### src/rtl/pcs_tx_sequencer_pkg.sv
// Shared PCS definitions: startup sequencer states and gearbox sequence constants.
// The gearbox and encoder blocks use these constants as well.
package code_defs_pkg;

    localparam int GB_SEQ_W          = 6;
    localparam int GB_SEQ_MAX        = 32;
    localparam int GB_PAUSE_SEQ      = 32;
    localparam int INIT_HOLD_DEFAULT = 16;

    typedef enum logic [1:0] {
        WAIT_INIT,
        HOLD,
        RUN
    } seq_state_t;

endpackage

### src/rtl/pcs_tx_sequencer_if.sv
// Control bundle between the TX sequencer, the init logic, the MAC and the encoder/gearbox.
// The sequencer is the master; the encoder, gearbox and MAC side is the slave.
interface pcs_tx_sequencer_if;

    logic                                i_init_done;
    logic [code_defs_pkg::GB_SEQ_W-1:0]  o_gb_seq;
    logic                                o_tx_pause;
    logic                                o_frame_word;
    logic                                o_header_valid;
    logic                                o_enc_init_done;
    logic                                o_mac_ready;
    logic                                o_running;

    modport master (
        input  i_init_done,
        output o_gb_seq, o_tx_pause, o_frame_word, o_header_valid,
               o_enc_init_done, o_mac_ready, o_running
    );

    modport slave (
        output i_init_done,
        input  o_gb_seq, o_tx_pause, o_frame_word, o_header_valid,
               o_enc_init_done, o_mac_ready, o_running
    );

endinterface

### src/rtl/pcs_tx_sequencer_gb_seq_counter.sv
// Free-running gearbox sequence counter with the block half-word phase.
// The RX gearbox slip logic reuses it, so it has no dependence on any FSM.
module gb_seq_counter
    import code_defs_pkg::*;
#(
    parameter int SEQ_MAX   = GB_SEQ_MAX,
    parameter int PAUSE_SEQ = GB_PAUSE_SEQ
) (
    input  logic                i_txc,
    input  logic                i_reset,
    output logic [GB_SEQ_W-1:0] o_gb_seq,
    output logic                o_tx_pause,
    output logic                o_frame_word,
    output logic                o_boundary_next
);

    localparam logic [GB_SEQ_W-1:0] SEQ_LAST  = GB_SEQ_W'(SEQ_MAX);
    localparam logic [GB_SEQ_W-1:0] PAUSE_VAL = GB_SEQ_W'(PAUSE_SEQ);

    logic [GB_SEQ_W-1:0] seq_q, seq_d;
    logic                fw_q, fw_d;

    assign o_tx_pause = (seq_q == PAUSE_VAL);

    always_comb begin
        seq_d = (seq_q == SEQ_LAST) ? '0 : seq_q + 1'b1;
        // The half-word phase stalls with the data on the pause cycle.
        fw_d  = o_tx_pause ? fw_q : ~fw_q;
    end

    // NOTE: state registers use non-blocking assignments so every flop samples
    // pre-edge values regardless of block ordering.
    always_ff @(posedge i_txc) begin
        if (i_reset) begin
            seq_q <= '0;
            fw_q  <= 1'b0;
        end else begin
            seq_q <= seq_d;
            fw_q  <= fw_d;
        end
    end

    assign o_gb_seq        = seq_q;
    assign o_frame_word    = fw_q;
    assign o_boundary_next = (seq_d == '0) && !fw_d;

    a_seq_range : assert property (@(posedge i_txc) disable iff (i_reset)
        seq_q <= SEQ_LAST);

    // 32 words per 33-cycle period means every period starts on word 0.
    a_seq0_phase : assert property (@(posedge i_txc) disable iff (i_reset)
        (seq_q == '0) |-> !fw_q);

endmodule

### src/rtl/pcs_tx_sequencer.sv
// TX PCS startup sequencer: releases the MAC only after init has been stable
// for INIT_HOLD cycles and only on a seq 0 / word 0 block boundary.
module pcs_tx_sequencer
    import code_defs_pkg::*;
#(
    parameter int SEQ_MAX   = GB_SEQ_MAX,
    parameter int PAUSE_SEQ = GB_PAUSE_SEQ,
    parameter int INIT_HOLD = INIT_HOLD_DEFAULT
) (
    input  logic               i_txc,
    input  logic               i_reset,
    pcs_tx_sequencer_if.master tx
);

    localparam int               CNT_W     = $clog2(INIT_HOLD) + 1;
    localparam logic [CNT_W-1:0] HOLD_LAST = CNT_W'(INIT_HOLD - 1);
    localparam logic [CNT_W-1:0] HOLD_SAT  = CNT_W'(INIT_HOLD);

    seq_state_t       state;
    logic [CNT_W-1:0] hold_cnt;
    logic             armed;
    logic             boundary_next;
    logic             hold_done;

    gb_seq_counter #(
        .SEQ_MAX   (SEQ_MAX),
        .PAUSE_SEQ (PAUSE_SEQ)
    ) u_gb_seq_counter (
        .i_txc           (i_txc),
        .i_reset         (i_reset),
        .o_gb_seq        (tx.o_gb_seq),
        .o_tx_pause      (tx.o_tx_pause),
        .o_frame_word    (tx.o_frame_word),
        .o_boundary_next (boundary_next)
    );

    // Arming and the boundary may coincide, so the last hold cycle can enter RUN directly.
    assign hold_done = armed || (hold_cnt == HOLD_LAST);

    always_ff @(posedge i_txc) begin
        if (i_reset) begin
            state    <= WAIT_INIT;
            hold_cnt <= '0;
            armed    <= 1'b0;
        end else begin
            unique case (state)
                WAIT_INIT: begin
                    armed <= 1'b0;
                    if (tx.i_init_done) begin
                        // The cycle that leaves WAIT_INIT is the first stable cycle.
                        state    <= HOLD;
                        hold_cnt <= CNT_W'(1);
                    end else begin
                        hold_cnt <= '0;
                    end
                end
                HOLD: begin
                    if (!tx.i_init_done) begin
                        state    <= WAIT_INIT;
                        hold_cnt <= '0;
                        armed    <= 1'b0;
                    end else begin
                        if (hold_cnt != HOLD_SAT) hold_cnt <= hold_cnt + 1'b1;
                        if (hold_cnt == HOLD_LAST) armed <= 1'b1;
                        if (hold_done && boundary_next) state <= RUN;
                    end
                end
                RUN: begin
                    if (!tx.i_init_done) begin
                        state    <= WAIT_INIT;
                        hold_cnt <= '0;
                        armed    <= 1'b0;
                    end
                end
                default: begin
                    state    <= WAIT_INIT;
                    hold_cnt <= '0;
                    armed    <= 1'b0;
                end
            endcase
        end
    end

    assign tx.o_running       = (state == RUN);
    assign tx.o_enc_init_done = (state == RUN);
    assign tx.o_mac_ready     = (state == RUN) && !tx.o_tx_pause;
    assign tx.o_header_valid  = !tx.o_tx_pause && !tx.o_frame_word;

endmodule

### src/flat_wrapper.sv
// flat-port wrapper written by rule: the top's interface ports become plain ports
module pcs_tx_sequencer_flat import code_defs_pkg::*;
#(
    parameter int SEQ_MAX   = GB_SEQ_MAX,
    parameter int PAUSE_SEQ = GB_PAUSE_SEQ,
    parameter int INIT_HOLD = INIT_HOLD_DEFAULT
)
  (i_txc, i_reset, tx_i_init_done, tx_o_gb_seq, tx_o_tx_pause, tx_o_frame_word, tx_o_header_valid, tx_o_enc_init_done, tx_o_mac_ready, tx_o_running);
  pcs_tx_sequencer_if tx_i ();
  input  logic i_txc;
  input  logic i_reset;
  input wire logic [$bits(tx_i.i_init_done)-1:0] tx_i_init_done;
  output wire logic [$bits(tx_i.o_gb_seq)-1:0] tx_o_gb_seq;
  output wire logic [$bits(tx_i.o_tx_pause)-1:0] tx_o_tx_pause;
  output wire logic [$bits(tx_i.o_frame_word)-1:0] tx_o_frame_word;
  output wire logic [$bits(tx_i.o_header_valid)-1:0] tx_o_header_valid;
  output wire logic [$bits(tx_i.o_enc_init_done)-1:0] tx_o_enc_init_done;
  output wire logic [$bits(tx_i.o_mac_ready)-1:0] tx_o_mac_ready;
  output wire logic [$bits(tx_i.o_running)-1:0] tx_o_running;
  assign tx_i.i_init_done = tx_i_init_done;
  assign tx_o_gb_seq = tx_i.o_gb_seq;
  assign tx_o_tx_pause = tx_i.o_tx_pause;
  assign tx_o_frame_word = tx_i.o_frame_word;
  assign tx_o_header_valid = tx_i.o_header_valid;
  assign tx_o_enc_init_done = tx_i.o_enc_init_done;
  assign tx_o_mac_ready = tx_i.o_mac_ready;
  assign tx_o_running = tx_i.o_running;
  pcs_tx_sequencer #(.SEQ_MAX(SEQ_MAX), .PAUSE_SEQ(PAUSE_SEQ), .INIT_HOLD(INIT_HOLD)) u_core (.i_txc(i_txc), .i_reset(i_reset), .tx(tx_i));
endmodule
### config.mk
export PLATFORM = sky130hd
export DESIGN_NAME = pcs_tx_sequencer_flat
export DESIGN_NICKNAME = d
export VERILOG_FILES = /design/src/rtl/pcs_tx_sequencer_pkg.sv /design/src/rtl/pcs_tx_sequencer_if.sv /design/src/rtl/pcs_tx_sequencer_gb_seq_counter.sv /design/src/rtl/pcs_tx_sequencer.sv /design/src/flat_wrapper.sv
export SDC_FILE = /design/constraint.sdc
export NUM_CORES = 1
export LEC_CHECK = 0
export ABC_AREA = 1
export CAP_MARGIN = 10
export CORE_MARGIN = 1.5
export CORE_UTILIZATION = 56
export CTS_BUF_LIST = sky130_fd_sc_hd__clkbuf_2 sky130_fd_sc_hd__clkbuf_4 sky130_fd_sc_hd__clkbuf_8
export DETAILED_ROUTE_END_ITERATION = 10
export GPL_TIMING_DRIVEN = 0
export PLACE_DENSITY = 0.89
export SETUP_SLACK_MARGIN = 0.4
export SYNTH_ARGS = -nofsm -noshare
export SYNTH_HDL_FRONTEND = slang
export SYNTH_SLANG_ARGS = --single-unit
### constraint.sdc
create_clock -name i_txc -period 2.9 [get_ports i_txc]
set_input_delay 0.435 -clock i_txc [delete_from_list [all_inputs] [get_ports i_txc]]
set_output_delay 0.435 -clock i_txc [all_outputs]
set_load 0.02 [all_outputs]
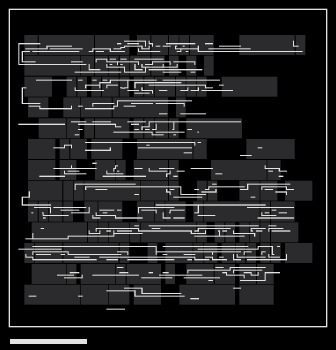
*The metal 1 layer, run 1*
The bar under the picture is 10 um long.
- longest straight run: 16.1 um
- share of all routed wire: 48%
- main direction: horizontal
- wire length on this layer: 783 um

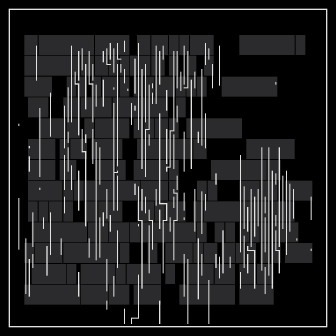
*The metal 2 layer, run 1*
- wire length on this layer: 722 um
- main direction: vertical
- share of all routed wire: 44%
- nets with wire on the layer: 109

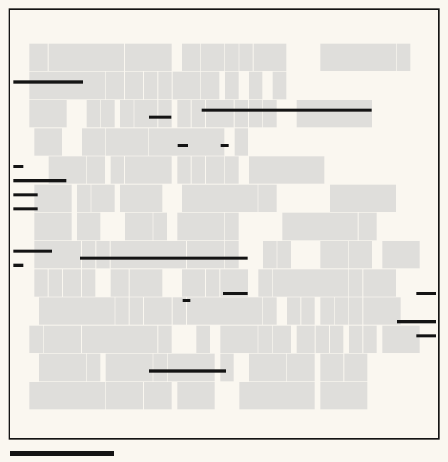
*Metal 3, run 1*
The bar under the picture is 10 um long.
- main direction: horizontal
- share of all routed wire: 4.4%
- longest straight run: 16.1 um

==> results.toml, run 1 <==
# yosys + openroad results
[status]
status = "completed"

[synth]
synth.yosys.seq_area_share = 0.366
yosysWarningCount = 0
ys_types = 22
fp_nets = 120
largest_area_cell = "dfxtp_1"
ys_cells = 111
synth_top_area_share = 0.366
ys_ff = 15
synth.cell_area_um2 = 821

[drt]
drtIter0Drc = 14
firstDrtPassIters = 4
ant_nets = 0

[pwr]
clk-power_mw = 0.133
powerSeq_mw = 0.221
max-vdd-ir-drop_mv = 0.339
switching_share = 0.265
power.internal_mw = 0.296
power.leakage_nw = 0.459
pwr-share-seq = 0.548
pwr-share-clk = 0.331
comb_power_share = 0.121
power_switching_mw = 0.107
p_comb_mw = 0.0486
maxPowerGroup = "sequential cells"

[setup_path]
cp-start-kind = "register"
setup.worst_path.start = "u_core.u_gb_seq_counter.o_gb_seq[0]"
max_stage_delay_ps = 610
crit_chain = "inv_1 > ha_1 > nand2_1 > inv_1 > nand3_4 > inv_1 > clkdlybuf4s50_1"
worstReg2RegEnd = "u_core.state[0]"
crit_end = "tx_o_tx_pause"
cp.required_ps = 2470
worst-r2r-cell-count = 13
cp-end-kind = "output port"
critPathSlowestCell = "clkdlybuf4s50_1"
r2r_start = "u_core.u_gb_seq_counter.o_gb_seq[0]"

[final_timing]
worstMarginPinSlew_ps = 460
setup-violations-final = 0
period_minus_slack_ps = 2320
totalNegativeSetupSlack_ps = 0
fin_skew_ps = 0.620
relSlewSlack = 0.693
drv_slew = 0
hold_viol = 0
rsz0062_at_grt = "no"
fin_crit_sh = 0.799

[final_layout]
postLayoutCellArea_um2 = 1010
lay_top_cells = "23 x nand2_1, 16 x nor2_1, 15 x dfxtp_1, 14 x inv_1, 12 x clkdlybuf4s50_1"
antennaDiodeCount = 0
layout_top_cell = "nand2_1"
area_growth_pct = 23.6

[job]
warnings = 28
cap_violations = 0

[clock_network]
ctsHoldBuffers = 0
cts_tree = "yes"
cts_resized = 0
clkLatencyLatePin_ps = 290
cts_max_path_buffers = 2
cts_setup_buffers = 0
clk_pin_slew_ps = 90
cts_sinks = 15

[floorplanning]
core-area_um2 = 1330
floorplan.core_util = 0.615
die_x_um = 41.3
io_pins = 15

[worst_hold_path]
hold_path_depth = 2
min-delay-start = "u_core.armed"

[grt]
grt_pass1_wl_mm = 2.66
grt_use_total = 0.253
grt_max_degree = 11
grt_pass1_vias = 658
grt_antenna_before_repair = 0

[placement]
hpwl_mm = 1.27
place_congestion = 0.760
[run 1: metal layers]
metal  track usage  share of wire
met5             0              0
met4         0.169          0.033
met3        0.0815          0.044
met2         0.371           0.44
met1         0.310           0.48
[run 1: kinds of logic after synthesis]
kind of cell,Yosys count,synth area share
flops,15,0.366
simple gates,61,0.366
xor+xnor,2,0.0213
buf+inv,18,0.0869
fa+ha+maj,6,0.0915
compound gates,9,0.0686
[run 1: stage by stage]
stage	hold slack (ps)	cells
2_1_floorplan	452	111
3_3_place_gp	462	140
3_5_place_dp	475	140
4_1_cts	496	144
5_1_grt	523	144
6_report	492	144
[run 1: critical path, delay by kind of cell (launching register included)]
kind | cells | cell delay (ps)
buf+inv | 4 | 920
fa+ha+maj | 1 | 160
flops | 1 | 360
simple gates | 2 | 160
[run 1: state kept, by name, summed over array words and instances, names as in the netlist]
register / flops
u_core.u_gb_seq_counter.o_gb_seq: 6
u_core.u_gb_seq_counter.o_frame_word: 1
u_core.armed: 1
u_core.hold_cnt: 5
u_core.state: 2
[run 1: final cells by class]
cell class	count	area (um^2)	share of cell area
tap	15	18.8	0.0185
timing repair buffer	14	145	0.143
buffer	2	11.3	0.0111
inverter	16	60.1	0.0592
multi-input combinational	78	449	0.443
sequential	15	300	0.296
clock buffer	4	30.0	0.0296
[run 1: cells in the mapped netlist (all sizes together)]
| cell | n |
|---|---|
| xor2 | 2 |
| a21oi | 6 |
| nor3 | 1 |
| inv | 16 |
| nand2 | 27 |
| nor2 | 21 |
| o21bai | 3 |
| buf | 1 |
| dfxtp | 15 |
| nand3b | 1 |
| ha | 6 |
| nand3 | 9 |
| clkbuf | 1 |
| nand4 | 2 |
--- run 2 (diff from run 1) ---
CORE_UTILIZATION = 48   (was 56)
PLACE_DENSITY = 0.81   (was 0.89)
clock period = 2.05 ns   (was 2.9 ns; I/O delays follow)
==> results.toml, run 2 <==
# yosys + openroad results
[setup_path]
cp_top_family = "flip-flops"
crit_end = "tx_o_header_valid"
worst-r2r-cell-count = 13
cp-end-kind = "output port"
crit_chain = "inv_2 > ha_4 > nand2_2 > inv_2 > nand3_4 > ha_4 > buf_6"
r2r_start = "u_core.u_gb_seq_counter.o_gb_seq[1]"
critPathKind = "reg2out"
path_depth = 7
cp-start-kind = "register"
cp.required_ps = 1740
worst-path-buf-inv = 3
max_stage_delay_ps = 340
setup.worst_path.start = "u_core.u_gb_seq_counter.o_gb_seq[1]"
worstReg2RegEnd = "u_core.state[0]"

[synth]
largest_area_cell = "dfxtp_1"
yosysWarningCount = 0
common_cells = "23 x nand2_1, 16 x nor2_1, 15 x dfxtp_1"
fp_nets = 120
synthArstFlopShare = 0
synth.yosys.seq_area_share = 0.366
ys_ff = 15
ys_cells = 111
synth_top_area_share = 0.366
synthFlopType = "dfxtp_1"
ys_types = 22
top_cell = "nand2_1"
edf_count = 0

[clock_network]
clkLatencyLatePin_ps = 280
cts_max_path_buffers = 2
cts_tree = "yes"
ctsHoldBuffers = 0
clk_pin_slew_ps = 100
cts_sinks = 15

[final_timing]
fin_skew_ps = 6.71
rsz0062_at_grt = "yes"
fin_crit_sh = 0.797
hold_viol = 0
worstMarginPinSlew_ps = 439
holdWs_ps = 491
drv_slew = 0
totalNegativeSetupSlack_ps = 0
period_minus_slack_ps = 1630
setup-violations-final = 0

[pwr]
max-vdd-ir-drop_mv = 0.391
power.internal_mw = 0.415
comb_power_share = 0.159
power.leakage_nw = 0.499
switching_share = 0.275
pwr-share-seq = 0.544
pwr-share-clk = 0.297
power_switching_mw = 0.158

[grt]
grt_use_total = 0.207
grt_max_degree = 11
grt_pass1_wl_mm = 2.95
grt_antenna_before_repair = 0
grt_pass1_vias = 707

[job]
cap_violations = 0
warnings = 30

[placement]
dp_slack_ps = 158
hpwl_mm = 1.27
dp.cells = 141
place_congestion = 0.831

[floorplanning]
floorplan.core_util = 0.526
io_pins = 15
core-area_um2 = 1560
die_x_um = 44.4

[final_layout]
antennaDiodeCount = 0
lay_top_cells = "21 x nand2_1, 15 x nor2_1, 12 x dfxtp_1, 10 x inv_1, 7 x nand3_1"
postLayoutCellArea_um2 = 1070
largest_register_ffs = 6
fin_cells = 149
area_growth_pct = 30.3
layout_top_cell = "nand2_1"

[drt]
ant_nets = 0
drtIter0Drc = 21
firstDrtPassIters = 6

[worst_hold_path]
min-delay-start = "u_core.hold_cnt[4]"
hold_path_depth = 2

[status]
status = "completed"
==> run 2: cell counts after synthesis <==
No cell type changed its count.
==> run 2: cells by family (layout without fill, tap and decap cells) <==
| family | count (synthesis) | after routing | share of synthesized area |
|---|---|---|---|
| buffers and inverters | 18 | 40 | 0.0869 |
| AOI/OAI and AO/OA | 9 | 9 | 0.0686 |
| and+or+nand+nor | 61 | 61 | 0.366 |
| xor gates and xnor gates | 2 | 2 | 0.0213 |
| DFF | 15 | 15 | 0.366 |
| adders and majority gates | 6 | 6 | 0.0915 |
==> run 2: metal layers <==
metal | track usage | up-vias | share of wire
met5 | 0 | - | 0
met4 | 0.109 | 0 | 0.017
met3 | 0.0327 | 4 | 0.035
met2 | 0.388 | 20 | 0.56
met1 | 0.219 | 340 | 0.39
li1 | - | 389 | -
==> run 2: power groups by stage <==
stage,Combinational (mW),Sequential (mW),Clock [mW]
after floorplan,0.0331,0.326,0
after global placement,0.0660,0.319,0
after detailed placement,0.0690,0.320,0
after CTS,0.0863,0.311,0.175
after global routing,0.101,0.312,0.183
final,0.0911,0.311,0.170
==> run 2: worst reg2reg max path: cells and delay by family, from the launching register on <==
family	cells	cell delay, ps
adders and majority gates	2	420
buffers and inverters	3	180
DFF	1	340
and+or+nand+nor	8	600
==> run 2: timing repair <==
| action | CTS | global route |
|---|---|---|
| setup buffers | 4 | 0 |
| resized | 28 | 7 |
| pin swaps | 6 | 5 |
| setup endpoints to repair | 9 | 8 |
==> run 2: layout make-up <==
class                           count  area, um^2  area share
Sequential cell                    15         304       0.284
Inverter                           16        60.1      0.0561
Buffer                              2        11.3      0.0105
Multi-Input combinational cell     78         487       0.455
Tap cell                           16        20.0      0.0187
Timing Repair Buffer               18         160       0.150
Clock inverter                      1        5.00     0.00468
Clock buffer                        3        22.5      0.0211
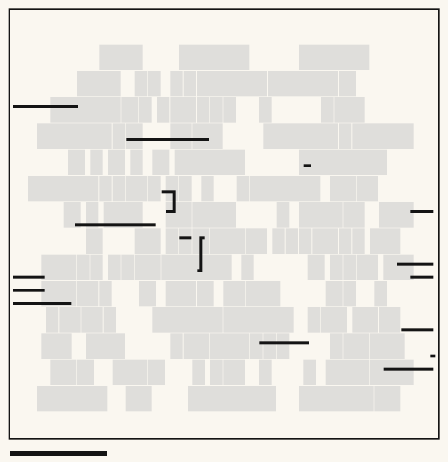
*Metal 3, run 2*
The bar under the picture is 10 um long.
- longest straight run: 8.30 um
- nets with wire on the layer: 15
- main direction: horizontal
- share of all routed wire: 3.6%

No activity file was given, so power comes from the tool's default toggle rates.
